<file path="config.mk">
export PLATFORM = sky130hd
export DESIGN_NAME = cpld_spi_responder_flat
export DESIGN_NICKNAME = d
export VERILOG_FILES = /design/src/rtl/cpld_spi_responder_if.sv /design/src/rtl/cpld_spi_responder.sv /design/src/flat_wrapper.sv
export SDC_FILE = /design/constraint.sdc
export NUM_CORES = 1
export LEC_CHECK = 0
export CAP_MARGIN = 0
export CORE_MARGIN = 2
export CORE_UTILIZATION = 55
export CTS_BUF_LIST = sky130_fd_sc_hd__clkbuf_2 sky130_fd_sc_hd__clkbuf_4 sky130_fd_sc_hd__clkbuf_8
export DETAILED_ROUTE_END_ITERATION = 8
export PLACE_DENSITY = 0.76
export SETUP_SLACK_MARGIN = 0.05
export SYNTH_ARGS = -nofsm -noshare
export SYNTH_HDL_FRONTEND = slang
export SYNTH_SLANG_ARGS = --single-unit
</file>
<file path="constraint.sdc">
create_clock -name sysclk -period 2.7 [get_ports sysclk]
set_input_delay 0.405 -clock sysclk [delete_from_list [all_inputs] [get_ports sysclk]]
set_output_delay 0.405 -clock sysclk [all_outputs]
set_load 0.1 [all_outputs]
</file>
<file path="src/rtl/cpld_spi_responder_if.sv">
// cpld_spi_responder_if: DSP-side SPI pins (mode 0, active-low chip select).
// The DSP is the master; the CPLD responder uses the slave modport.
interface cpld_spi_responder_if;
  logic spi_clk;
  logic spi_mosi;
  logic spi_cs_INV;
  logic spi_miso;

  modport master (
    output spi_clk,
    output spi_mosi,
    output spi_cs_INV,
    input  spi_miso
  );

  modport slave (
    input  spi_clk,
    input  spi_mosi,
    input  spi_cs_INV,
    output spi_miso
  );
endinterface

</file>
<file path="src/rtl/cpld_spi_responder.sv">
// cpld_spi_responder: oversampled SPI mode-0 register responder for the DSP.
// 16-bit frames, MSB first: R/W (1 = read), 7-bit address, 8-bit data.
// All logic runs on sysclk; the SPI pins are only ever sampled.
// Optional build macro CPLD_SPI_ERRCNT_EN adds the aborted-frame counter at 0x04.
module cpld_spi_responder #(
  parameter logic [7:0] ID_VALUE   = 8'hA5,
  parameter logic [7:0] CTRL_RESET = 8'h00
) (
  input  logic                       sysclk,
  input  logic                       reset_INV,
  cpld_spi_responder_if.slave        spi,
  input  logic [7:0]                 status_in,
  output logic [7:0]                 ctrl_out,
  output logic                       wr_strobe,
  output logic                       frame_active
);

  typedef enum logic [1:0] {
    ST_OVER = 2'd0,
    ST_IDLE = 2'd1,
    ST_ADDR = 2'd2,
    ST_DATA = 2'd3
  } state_t;

  state_t      state_r, state_nxt;
  logic [4:0]  cnt_r, cnt_nxt;

  logic        clk_meta_r, clk_sync_r, clk_dly_r;
  logic        mosi_meta_r, mosi_sync_r;
  logic        cs_meta_r, cs_sync_r;
  logic [1:0]  sync_ok_r;

  logic        rise_s, fall_s;
  logic        shift_in_s, latch_s, drive_s, commit_s, abort_s;

  logic [6:0]  shift_r;
  logic        rw_r;
  logic [6:0]  addr_r;
  logic [7:0]  rd_shift_r;
  logic        miso_r;
  logic [6:0]  addr_in_s;
  logic [7:0]  wr_data_s;
  logic [7:0]  rd_val_s;
  logic [7:0]  errcnt_s;

  logic [7:0]  ctrl_r, scratch_r;
  logic        wr_strobe_r, frame_active_r;

  // Two-flop synchronizers on the SPI pins plus a delay flop for edge detect;
  // sync_ok_r marks when the CS synchronizer holds real pin data after reset.
  always_ff @(posedge sysclk or negedge reset_INV) begin
    if (!reset_INV) begin
      clk_meta_r  <= 1'b0;
      clk_sync_r  <= 1'b0;
      clk_dly_r   <= 1'b0;
      mosi_meta_r <= 1'b0;
      mosi_sync_r <= 1'b0;
      cs_meta_r   <= 1'b1;
      cs_sync_r   <= 1'b1;
      sync_ok_r   <= 2'b00;
    end else begin
      clk_meta_r  <= spi.spi_clk;
      clk_sync_r  <= clk_meta_r;
      clk_dly_r   <= clk_sync_r;
      mosi_meta_r <= spi.spi_mosi;
      mosi_sync_r <= mosi_meta_r;
      cs_meta_r   <= spi.spi_cs_INV;
      cs_sync_r   <= cs_meta_r;
      sync_ok_r   <= {sync_ok_r[0], 1'b1};
    end
  end

  assign rise_s    = clk_sync_r & ~clk_dly_r;
  assign fall_s    = ~clk_sync_r & clk_dly_r;
  assign addr_in_s = {shift_r[5:0], mosi_sync_r};
  assign wr_data_s = {shift_r[6:0], mosi_sync_r};

  // Frame state register and bit counter.
  always_ff @(posedge sysclk or negedge reset_INV) begin
    if (!reset_INV) begin
      state_r <= ST_OVER;
      cnt_r   <= 5'd0;
    end else begin
      state_r <= state_nxt;
      cnt_r   <= cnt_nxt;
    end
  end

  // Next-state and datapath controls; the 16th rise outranks a same-cycle CS release.
  always_comb begin
    state_nxt  = state_r;
    cnt_nxt    = cnt_r;
    shift_in_s = 1'b0;
    latch_s    = 1'b0;
    drive_s    = 1'b0;
    commit_s   = 1'b0;
    abort_s    = 1'b0;
    case (state_r)
      ST_OVER: begin
        if (sync_ok_r[1] && cs_sync_r) begin
          state_nxt = ST_IDLE;
        end else begin
          state_nxt = ST_OVER;
        end
      end
      ST_IDLE: begin
        cnt_nxt = 5'd0;
        if (!cs_sync_r) begin
          state_nxt = ST_ADDR;
        end else begin
          state_nxt = ST_IDLE;
        end
      end
      ST_ADDR: begin
        if (cs_sync_r) begin
          abort_s   = (cnt_r != 5'd0);
          state_nxt = ST_IDLE;
          cnt_nxt   = 5'd0;
        end else if (rise_s && (cnt_r < 5'd8)) begin
          shift_in_s = 1'b1;
          latch_s    = (cnt_r == 5'd7);
          cnt_nxt    = cnt_r + 5'd1;
        end else if (fall_s && (cnt_r == 5'd8)) begin
          drive_s   = 1'b1;
          state_nxt = ST_DATA;
        end else begin
          state_nxt = ST_ADDR;
        end
      end
      ST_DATA: begin
        if (rise_s && (cnt_r == 5'd15)) begin
          commit_s  = ~rw_r;
          cnt_nxt   = 5'd16;
          state_nxt = ST_OVER;
        end else if (cs_sync_r) begin
          abort_s   = 1'b1;
          state_nxt = ST_IDLE;
          cnt_nxt   = 5'd0;
        end else if (rise_s) begin
          shift_in_s = 1'b1;
          cnt_nxt    = cnt_r + 5'd1;
        end else if (fall_s) begin
          drive_s = 1'b1;
        end else begin
          state_nxt = ST_DATA;
        end
      end
      default: begin
        state_nxt = ST_OVER;
        cnt_nxt   = 5'd0;
      end
    endcase
  end

  // Register read mux, evaluated on the address byte as it completes.
  always_comb begin
    rd_val_s = 8'h00;
    case (addr_in_s)
      7'h00:   rd_val_s = ID_VALUE;
      7'h01:   rd_val_s = status_in;
      7'h02:   rd_val_s = ctrl_r;
      7'h03:   rd_val_s = scratch_r;
      7'h04:   rd_val_s = errcnt_s;
      default: rd_val_s = 8'h00;
    endcase
  end

  // MOSI shifter, header latch, read shifter and MISO driver.
  always_ff @(posedge sysclk or negedge reset_INV) begin
    if (!reset_INV) begin
      shift_r    <= 7'd0;
      rw_r       <= 1'b0;
      addr_r     <= 7'd0;
      rd_shift_r <= 8'h00;
      miso_r     <= 1'b0;
    end else begin
      if (shift_in_s) begin
        shift_r <= {shift_r[5:0], mosi_sync_r};
      end else begin
        shift_r <= shift_r;
      end
      if (latch_s) begin
        rw_r       <= shift_r[6];
        addr_r     <= addr_in_s;
        rd_shift_r <= rd_val_s;
      end else if (drive_s) begin
        rd_shift_r <= {rd_shift_r[6:0], 1'b0};
      end else begin
        rd_shift_r <= rd_shift_r;
      end
      if (cs_sync_r || (state_nxt == ST_OVER) || (state_nxt == ST_IDLE)) begin
        miso_r <= 1'b0;
      end else if (drive_s) begin
        miso_r <= rd_shift_r[7];
      end else begin
        miso_r <= miso_r;
      end
    end
  end

  // Writable registers, commit strobe and frame-activity flag.
  always_ff @(posedge sysclk or negedge reset_INV) begin
    if (!reset_INV) begin
      ctrl_r         <= CTRL_RESET;
      scratch_r      <= 8'h00;
      wr_strobe_r    <= 1'b0;
      frame_active_r <= 1'b0;
    end else begin
      wr_strobe_r    <= commit_s;
      frame_active_r <= (state_nxt == ST_ADDR) || (state_nxt == ST_DATA);
      if (commit_s && (addr_r == 7'h02)) begin
        ctrl_r <= wr_data_s;
      end else begin
        ctrl_r <= ctrl_r;
      end
      if (commit_s && (addr_r == 7'h03)) begin
        scratch_r <= wr_data_s;
      end else begin
        scratch_r <= scratch_r;
      end
    end
  end

`ifdef CPLD_SPI_ERRCNT_EN
  logic [7:0] errcnt_r;

  // Aborted-frame counter: saturates at 0xFF, any write clears it (clear wins).
  always_ff @(posedge sysclk or negedge reset_INV) begin
    if (!reset_INV) begin
      errcnt_r <= 8'h00;
    end else if (commit_s && (addr_r == 7'h04)) begin
      errcnt_r <= 8'h00;
    end else if (abort_s && (errcnt_r != 8'hFF)) begin
      errcnt_r <= errcnt_r + 8'h01;
    end else begin
      errcnt_r <= errcnt_r;
    end
  end

  assign errcnt_s = errcnt_r;
`else
  logic errcnt_unused_s;
  assign errcnt_unused_s = abort_s;
  assign errcnt_s        = 8'h00;
`endif

  assign spi.spi_miso = miso_r & ~cs_sync_r;
  assign ctrl_out     = ctrl_r;
  assign wr_strobe    = wr_strobe_r;
  assign frame_active = frame_active_r;

endmodule

</file>
<file path="src/flat_wrapper.sv">
// flat-port wrapper written by rule: the top's interface ports become plain ports
module cpld_spi_responder_flat 
#(
  parameter logic [7:0] ID_VALUE   = 8'hA5,
  parameter logic [7:0] CTRL_RESET = 8'h00
)
  (sysclk, reset_INV, status_in, ctrl_out, wr_strobe, frame_active, spi_spi_clk, spi_spi_mosi, spi_spi_cs_INV, spi_spi_miso);
  cpld_spi_responder_if spi_i ();
  input  logic sysclk;
  input  logic reset_INV;
  input  logic [7:0] status_in;
  output logic [7:0] ctrl_out;
  output logic wr_strobe;
  output logic frame_active;
  input wire logic [$bits(spi_i.spi_clk)-1:0] spi_spi_clk;
  input wire logic [$bits(spi_i.spi_mosi)-1:0] spi_spi_mosi;
  input wire logic [$bits(spi_i.spi_cs_INV)-1:0] spi_spi_cs_INV;
  output wire logic [$bits(spi_i.spi_miso)-1:0] spi_spi_miso;
  assign spi_i.spi_clk = spi_spi_clk;
  assign spi_i.spi_mosi = spi_spi_mosi;
  assign spi_i.spi_cs_INV = spi_spi_cs_INV;
  assign spi_spi_miso = spi_i.spi_miso;
  cpld_spi_responder #(.ID_VALUE(ID_VALUE), .CTRL_RESET(CTRL_RESET)) u_core (.sysclk(sysclk), .reset_INV(reset_INV), .spi(spi_i), .status_in(status_in), .ctrl_out(ctrl_out), .wr_strobe(wr_strobe), .frame_active(frame_active));
endmodule
</file>
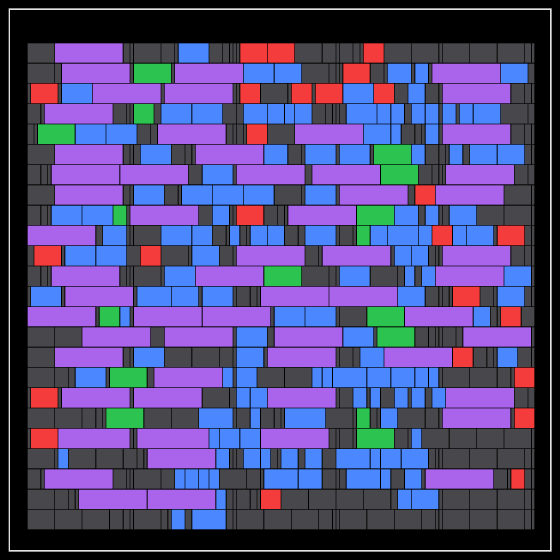
run_1/cell_classes.png
Fill, decap, tap and diode cells in gray.
blue -> all other logic  # cells 135
green -> clock drivers and dummy loads  # cells 16
red -> other buffers and delay cells  # cells 25
purple -> flops  # cells 58

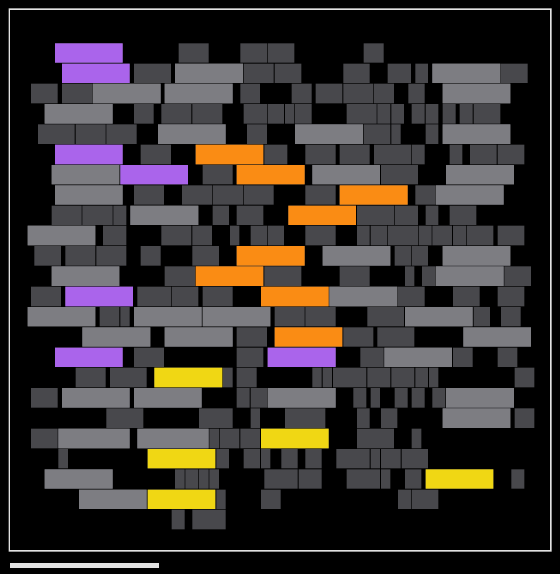
run_1/registers.png
Bar = 20 um. Other sequential cells in the stronger gray, the rest of the logic in the fainter gray.
purple -> `u_core.shift_r`  # placed flops 7
orange -> `u_core.ctrl_out`  # placed flops 8, where center
yellow -> `u_core.cnt_r`  # placed flops 5
not colored = 38

==> out/metrics.csv, run 1 <==
metric,value,unit
status,completed,
num ports,24,
flip-flops,58,
ys flops,58,
yosys stat area,2574,sq um
CP endpoint kind,register,
initial antenna violation count,0,
Die X,72.41,um
number of enable flip-flop cells,0,
Post-CTS Repair Setup Buffers,0,
synth warn,0,
Max Cap Viol,0,
most numerous logic cell after layout,dfrtp_1,
share of cells above drive strength 1,0.3333,
Crit Reg-Reg Startpoint,u_core.cnt_r[0]$_DFFE_PN0P_,
most frequent CP cell,ha_1,
cell accounting for the most synthesized area,dfrtp_1,
asr flop ratio synth,1.000,
Pre-antenna DRT Iters,4,
vias in the first global route,1656,
final slew viol count,0,
most frequent cells in the layout,"dfrtp_1 (56), mux2_2 (35), a21oi_1 (13), buf_4 (13), mux2i_1 (12)",
Largest type area fraction,0.5445,
Power Density,646.2,nW/um^2
Comb area share,0.3508,
# clk buffers,13,
Root Buffer,clkbuf_8,
die height,72.41,um
sequential standard cell area,1454,sq um
Max Clock Freq,418.5,MHz
CTS buffer count,9,
P&R area growth vs syn,16.29,%
Yosys cell types,41,
Setup crit end,u_core.ctrl_out[6]$_DFFE_PN0P_,
Repair and plain buffers,25,
cells on worst reg2reg path,7,
drt initial violations,83,
"Slowest-stage cell, CP",and4b_1,
worst setup path start,u_core.cnt_r[0]$_DFFE_PN0P_,
number of non-clock inverters,8,
DP Area,2811,sq um
CTS tree,built,
period utilization,0.8849,
PortBufs,23,
most frequent cell after synthesis,dfrtp_1,
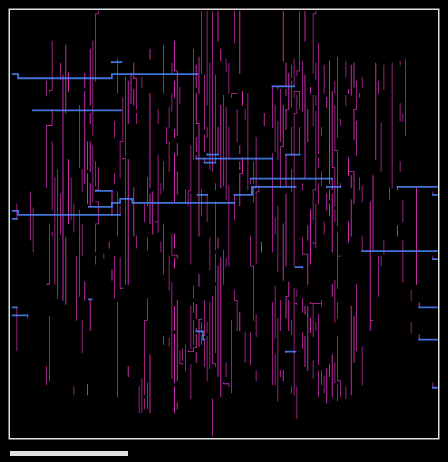
run_1/metal_stack.png
Bar = 20 um. Only two layers are drawn.
magenta -> met2  # wire length 2300 um
blue -> met3  # wire length 186 um

## run 1: kinds of logic (layout without fill, tap and decap cells)
kind of cell | count (synthesis) | after routing | share of synthesized area
muxes | 47 | 47 | 0.1998
adders and majority gates | 3 | 3 | 0.01459
and+or+nand+nor | 46 | 46 | 0.1172
AOI/OAI and AO/OA | 30 | 30 | 0.07487
other | 1 | 1 | 0.001457
DFF | 58 | 58 | 0.5649
buffers and inverters | 15 | 49 | 0.02723
## run 1: stage by stage
stage               instances  hold WS (ns)
global placement          270        0.3317
finish                    286       0.02287
CTS                       286       0.04138
detailed placement        270        0.3355
floorplan                 200        0.1094
global route              286       0.05978
## run 1: routing by layer
metal	part of all wire	wire, um	up-vias	track usage
met3	0.037	186	10	0.05833
met1	0.49	2425	829	0.3057
met5	0	0	-	0
met4	0.017	87	0	0.09259
li1	-	-	786	-
met2	0.46	2298	38	0.3191
## run 1: registers in the layout, summed over array words and instances, names as in the netlist, 2 cells and up
name	cells
u_core.addr_r	7
u_core.scratch_r	8
u_core.rd_shift_r	8
u_core.shift_r	7
u_core.ctrl_out	8
u_core.sync_ok_r	2
u_core.state_r	2
u_core.cnt_r	5
## run 1: where the power goes
group | leakage, nW | switching (W) | total (W) | internal, W
logic | 0.653 | 0.000119 | 0.000232 | 0.000113
clock network | 0.100 | 0.000313 | 0.000712 | 0.000399
registers | 0.774 | 0.0000723 | 0.000990 | 0.000918
## run 1: worst reg2reg max path, delay by kind of cell, from the launching register on
family                     cells  cell delay [ns]
DFF                            1             0.40
muxes                          1             0.39
adders and majority gates      2             0.44
and+or+nand+nor                4             1.06
--- run 2 (diff from run 1) ---
--- a/config.mk
+++ b/config.mk
@@ -7,10 +7,10 @@
 export LEC_CHECK = 0
 export CAP_MARGIN = 0
 export CORE_MARGIN = 2
-export CORE_UTILIZATION = 55
+export CORE_UTILIZATION = 48
 export CTS_BUF_LIST = sky130_fd_sc_hd__clkbuf_2 sky130_fd_sc_hd__clkbuf_4 sky130_fd_sc_hd__clkbuf_8
 export DETAILED_ROUTE_END_ITERATION = 8
-export PLACE_DENSITY = 0.76
+export PLACE_DENSITY = 0.68
 export SETUP_SLACK_MARGIN = 0.05
 export SYNTH_ARGS = -nofsm -noshare
 export SYNTH_HDL_FRONTEND = slang
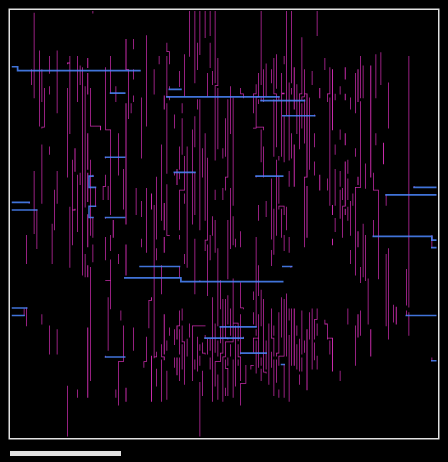
run_2/metal_stack.png
Bar = 20 um. Only two layers are drawn.
blue -> met3  # wire length 188 um
magenta -> met2  # wire length 2430 um
routed length per instance: 16.62 um
Vias: 1697
Post-Route WL: 5070 um

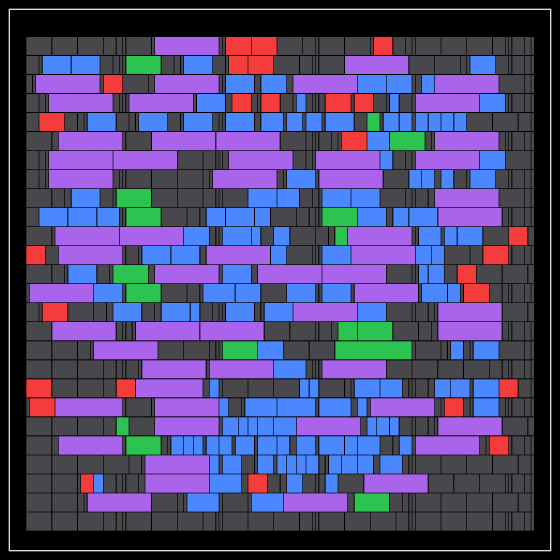
run_2/cell_classes.png
Fill, decap, tap and diode cells in gray.
red -> other buffers and delay cells  # cells 26
blue -> all other logic  # cells 135
purple -> flops  # cells 58
green -> clock drivers and dummy loads  # cells 16

==> run 2 against run 1 <==
Clock skew is 0.0016 ns higher. Clock power rose by 13%. Die area up 14%. Critical path depth unchanged. Largest power group unchanged. Highest routed layer unchanged.
==> out/metrics.csv, run 2 <==
metric,value,unit,change
DP Area,2841,sq um,was 2811 sq um
share of cells above drive strength 1,0.3362,,was 0.3333
Pre-antenna DRT Iters,5,,was 4
asr flop ratio synth,1.000,,unchanged
most numerous logic cell after layout,dfrtp_1,,unchanged
ys flops,58,,unchanged
die height,77.23,um,was 72.41 um
Simple-Gate Area Share,0.1172,,unchanged
Power Density,666.1,nW/um^2,was 646.2 nW/um^2
period utilization,0.8735,,was 0.8849
most frequent cell after synthesis,dfrtp_1,,unchanged
status,completed,,unchanged
Max Clock Freq,424.0,MHz,was 418.5 MHz
Die X,77.23,um,was 72.41 um
number of enable flip-flop cells,0,,unchanged
Comb area share,0.3447,,was 0.3508
Top non-seq family,multiplexers,,unchanged
most frequent CP cell,ha_1,,unchanged
Post-CTS Repair Setup Buffers,0,,unchanged
drt initial violations,62,,was 83
final slew viol count,0,,unchanged
internal power,0.001502,W,was 0.001429 W
DP Cell Count,289,,was 270
# clk buffers,11,,was 13
P&R area growth vs syn,18.33,%,was 16.29%
Max Cap Viol,0,,unchanged
Reg power frac,0.489,,was 0.512
number of non-clock inverters,8,,unchanged
Root Buffer,clkbuf_8,,unchanged
most frequent cells in the layout,"dfrtp_1 (56), mux2_2 (35), buf_4 (14)",,"was dfrtp_1 (56), mux2_2 (35), a21oi_1 (13), buf_4 (13), mux2i_1 (12)"
Finished Layout Cells,305,,was 286
initial antenna violation count,0,,unchanged
"Slowest-stage cell, CP",and4b_1,,unchanged
yosys stat area,2574,sq um,unchanged
synth warn,0,,unchanged
yosys adder share,0.01458,,unchanged
Repair and plain buffers,26,,was 25
post-synthesis mux area share,0.1998,,unchanged
combinational share of power,0.115,,was 0.120
Post-Synth AOI/OAI Area,0.07487,,unchanged
PortBufs,23,,unchanged
Yosys cell types,41,,unchanged
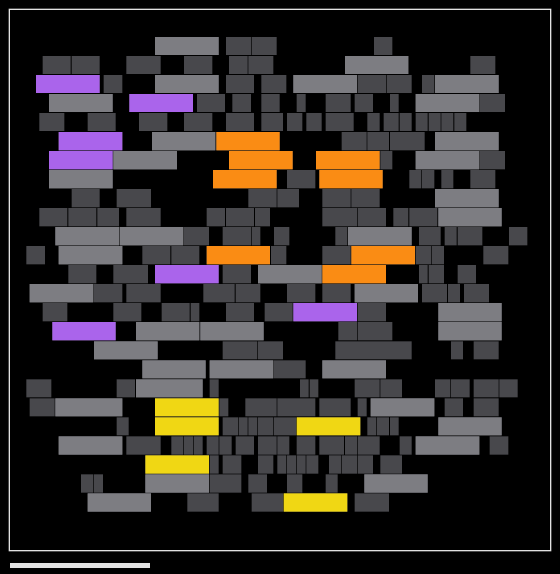
run_2/registers.png
Bar = 20 um. Other sequential cells in the stronger gray, the rest of the logic in the fainter gray.
orange -> `u_core.ctrl_out`  # placed flops 8
yellow -> `u_core.cnt_r`  # placed flops 5
purple -> `u_core.shift_r`  # placed flops 7
not colored = 38
Core Util, Final: 0.5925
sequential standard cell area: 1454 sq um
fraction of area in registers: 0.4774
Seq. pwr: 0.000992 W

-- run 2: cell count changes in the layout (fill, tap and decap cells not counted) --
| cell | previous run | this run |
|---|---|---|
| buf_4 | 13 | 14 |
| clkinvlp_4 | 0 | 1 |
| bufinv_16 | 0 | 1 |
| clkbuf_4 | 2 | 0 |
-- run 2: routing by layer --
| layer | vias to the layer above | share of wire | track usage |
|---|---|---|---|
| met5 | - | 0 | 0 |
| met4 | 0 | 0.028 | 0.1107 |
| met3 | 14 | 0.037 | 0.03765 |
| met2 | 37 | 0.48 | 0.2870 |
| met1 | 858 | 0.45 | 0.2576 |
| li1 | 788 | - | - |
-- run 2: path summary, 6_finish.rpt --
check | end | startpoint | slack, ns | cells past startpoint
worst min-delay path | u_core.addr_r[6]$_DFFE_PN0P_ | reset_INV | 0.02 | 1
max in group asynchronous | u_core.cs_meta_r$_DFF_PN1_ | reset_INV | 2.00 | 2
worst max register to register | u_core.ctrl_out[2]$_DFFE_PN0P_ | u_core.cnt_r[0]$_DFFE_PN0P_ | 0.34 | 7
worst min register to register | u_core.sync_ok_r[1]$_DFF_PN0_ | u_core.sync_ok_r[0]$_DFF_PN0_ | 0.35 | 0
worst max-delay path | u_core.ctrl_out[2]$_DFFE_PN0P_ | u_core.cnt_r[0]$_DFFE_PN0P_ | 0.34 | 7
min in group sysclk | u_core.sync_ok_r[1]$_DFF_PN0_ | u_core.sync_ok_r[0]$_DFF_PN0_ | 0.35 | 0
-- run 2: power groups by stage --
stage / Sequential, W / Clock (W) / Combinational [W]
after floorplan: 0.000975 / 0 / 0.000177
after global placement: 0.00100 / 0 / 0.000226
after detailed placement: 0.00101 / 0 / 0.000235
after CTS: 0.000992 / 0.000821 / 0.000236
after global routing: 0.00101 / 0.000858 / 0.000260
final: 0.000992 / 0.000803 / 0.000233
--- run 3 (diff from run 2) ---
--- a/config.mk
+++ b/config.mk
@@ -12,6 +12,7 @@
 export DETAILED_ROUTE_END_ITERATION = 8
 export PLACE_DENSITY = 0.68
 export SETUP_SLACK_MARGIN = 0.05
+export SKIP_CTS_REPAIR_TIMING = 1
 export SYNTH_ARGS = -nofsm -noshare
 export SYNTH_HDL_FRONTEND = slang
 export SYNTH_SLANG_ARGS = --single-unit
==> constraint.sdc (replaced) <==
create_clock -name sysclk -period 2.95 [get_ports sysclk]
set_input_delay 0.4425 -clock sysclk [delete_from_list [all_inputs] [get_ports sysclk]]
set_output_delay 0.4425 -clock sysclk [all_outputs]
set_load 0.1 [all_outputs]
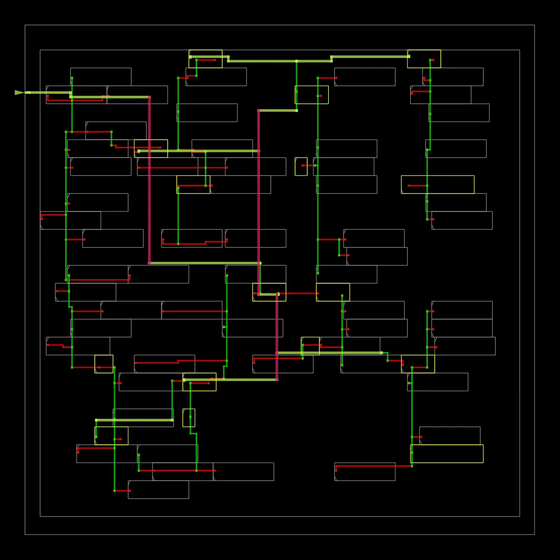
run_3/final_clocks.png
clock sinks: 58
flip-flops: 58
Clock Latency Late Sink: 0.33 ns
# clk buffers: 11
CTS buffer count: 9

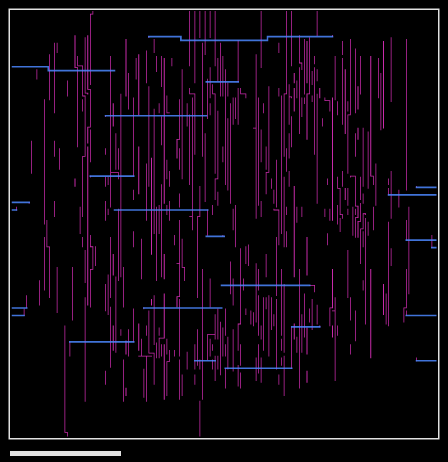
run_3/metal_stack.png
Bar = 20 um. Only two layers are drawn.
blue -> met3  # wire length 202 um
magenta -> met2  # wire length 2470 um
routed length per instance: 16.40 um
Vias: 1653
Post-Route WL: 5003 um

==> run 3 against run 2 <==
Core utilization up 0.37 points. Non-clock buffer count unchanged. Setup slack improved by 0.25 ns. Via count fell by 2.6%. Final cell count unchanged.
==> out/metrics.csv, run 3 <==
metric,value,unit,change
Root Buffer,clkbuf_8,,unchanged
PortBufs,23,,unchanged
met2 WL post-DR,2468,um,was 2433 um
Simple-Gate Area Share,0.1172,,unchanged
Power Density,624.9,nW/um^2,was 666.1 nW/um^2
global routing usage on met2,0.2852,,was 0.2870
Top Usage Layer GRT,met2,,unchanged
drt initial violations,127,,was 62
status,completed,,unchanged
post-synthesis mux area share,0.1998,,unchanged
Die X,77.23,um,unchanged
number of enable flip-flop cells,0,,unchanged
ys flops,58,,unchanged
vias in the first global route,1681,,was 1740
Met3 Wirelength,202,um,was 188 um
cell accounting for the most synthesized area,dfrtp_1,,unchanged
DR top layer,met4,,unchanged
P&R area growth vs syn,19.06,%,was 18.33%
yosys adder share,0.01458,,unchanged
"Slowest-stage cell, CP",and4b_1,,unchanged
Post-Synth AOI/OAI Area,0.07487,,unchanged
GR Util met1,0.2539,,was 0.2576
Metal-1 WL,2266,um,was 2305 um
Pre-antenna DRT Iters,4,,was 5
met3 Use GR,0.07647,,was 0.03765
Largest type area fraction,0.5445,,unchanged
Max Clock Freq,423.7,MHz,was 424.0 MHz
final slew viol count,0,,unchanged
Yosys cell types,41,,unchanged
"XOR Share, Synth",0,,unchanged
cells on worst reg2reg path,7,,unchanged
asr flop ratio synth,1.000,,unchanged
Top non-seq family,multiplexers,,unchanged
most frequent CP cell,ha_1,,unchanged
initial antenna violation count,0,,unchanged
yosys stat area,2574,sq um,unchanged
Max Cap Viol,0,,unchanged
die height,77.23,um,unchanged
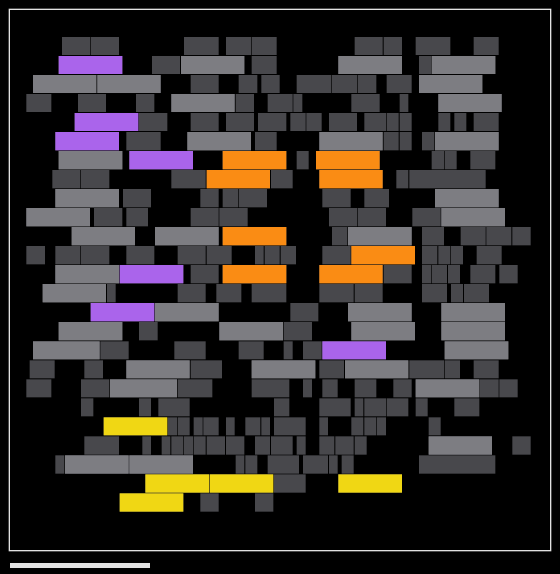
run_3/registers.png
Bar = 20 um. Other sequential cells in the stronger gray, the rest of the logic in the fainter gray.
yellow -> `u_core.cnt_r`  # placed flops 5
purple -> `u_core.shift_r`  # placed flops 7
orange -> `u_core.ctrl_out`  # placed flops 8
Core Util, Final: 0.5962
Seq. pwr: 0.000908 W
fraction of area in registers: 0.4745

## run 3: cell type report
class	count	area, sq um
clock inverter	5	77.57
tap	70	87.58
multi-input combinational	127	1050
clock buffer	11	145.1
timing repair buffer	26	220.2
fill	437	2076
inverter	8	30.03
sequential	58	1454
## run 3: path summary, 6_finish.rpt
check / startpoint / end
max: u_core.cnt_r[0]$_DFFE_PN0P_ / u_core.ctrl_out[6]$_DFFE_PN0P_
min: reset_INV / u_core.addr_r[6]$_DFFE_PN0P_
max reg2reg: u_core.cnt_r[0]$_DFFE_PN0P_ / u_core.ctrl_out[6]$_DFFE_PN0P_
min reg2reg: u_core.sync_ok_r[0]$_DFF_PN0_ / u_core.sync_ok_r[1]$_DFF_PN0_
max in group asynchronous: reset_INV / u_core.cs_sync_r$_DFF_PN1_
min in group sysclk: u_core.sync_ok_r[0]$_DFF_PN0_ / u_core.sync_ok_r[1]$_DFF_PN0_
## run 3: cell families (layout without fill, tap and decap cells)
logic type	count (synthesis)	in the layout
multiplexers	47	47
AND-OR/OR-AND	30	30
AND/OR/NAND/NOR	46	46
other	1	1
adder cells (fa/ha/maj)	3	3
buffers and inverters	15	50
flip-flops	58	58
## run 3: through the flow
stage	instances	utilization	instance area [sq um]
2_1_floorplan	200	-	2574
3_3_place_gp	289	0.5528	2841
3_5_place_dp	289	0.5528	2841
4_1_cts	305	0.5962	3064
5_1_grt	305	0.5962	3064
6_report	305	0.5962	3064
## run 3: where the power goes
part | internal, W | switching [W] | total (W) | leakage, nW
logic | 0.000104 | 0.000107 | 0.000211 | 0.658
registers | 0.000840 | 0.0000673 | 0.000908 | 0.774
clock network | 0.000504 | 0.000292 | 0.000796 | 0.113
No activity file was given, so power comes from the tool's default toggle rates.
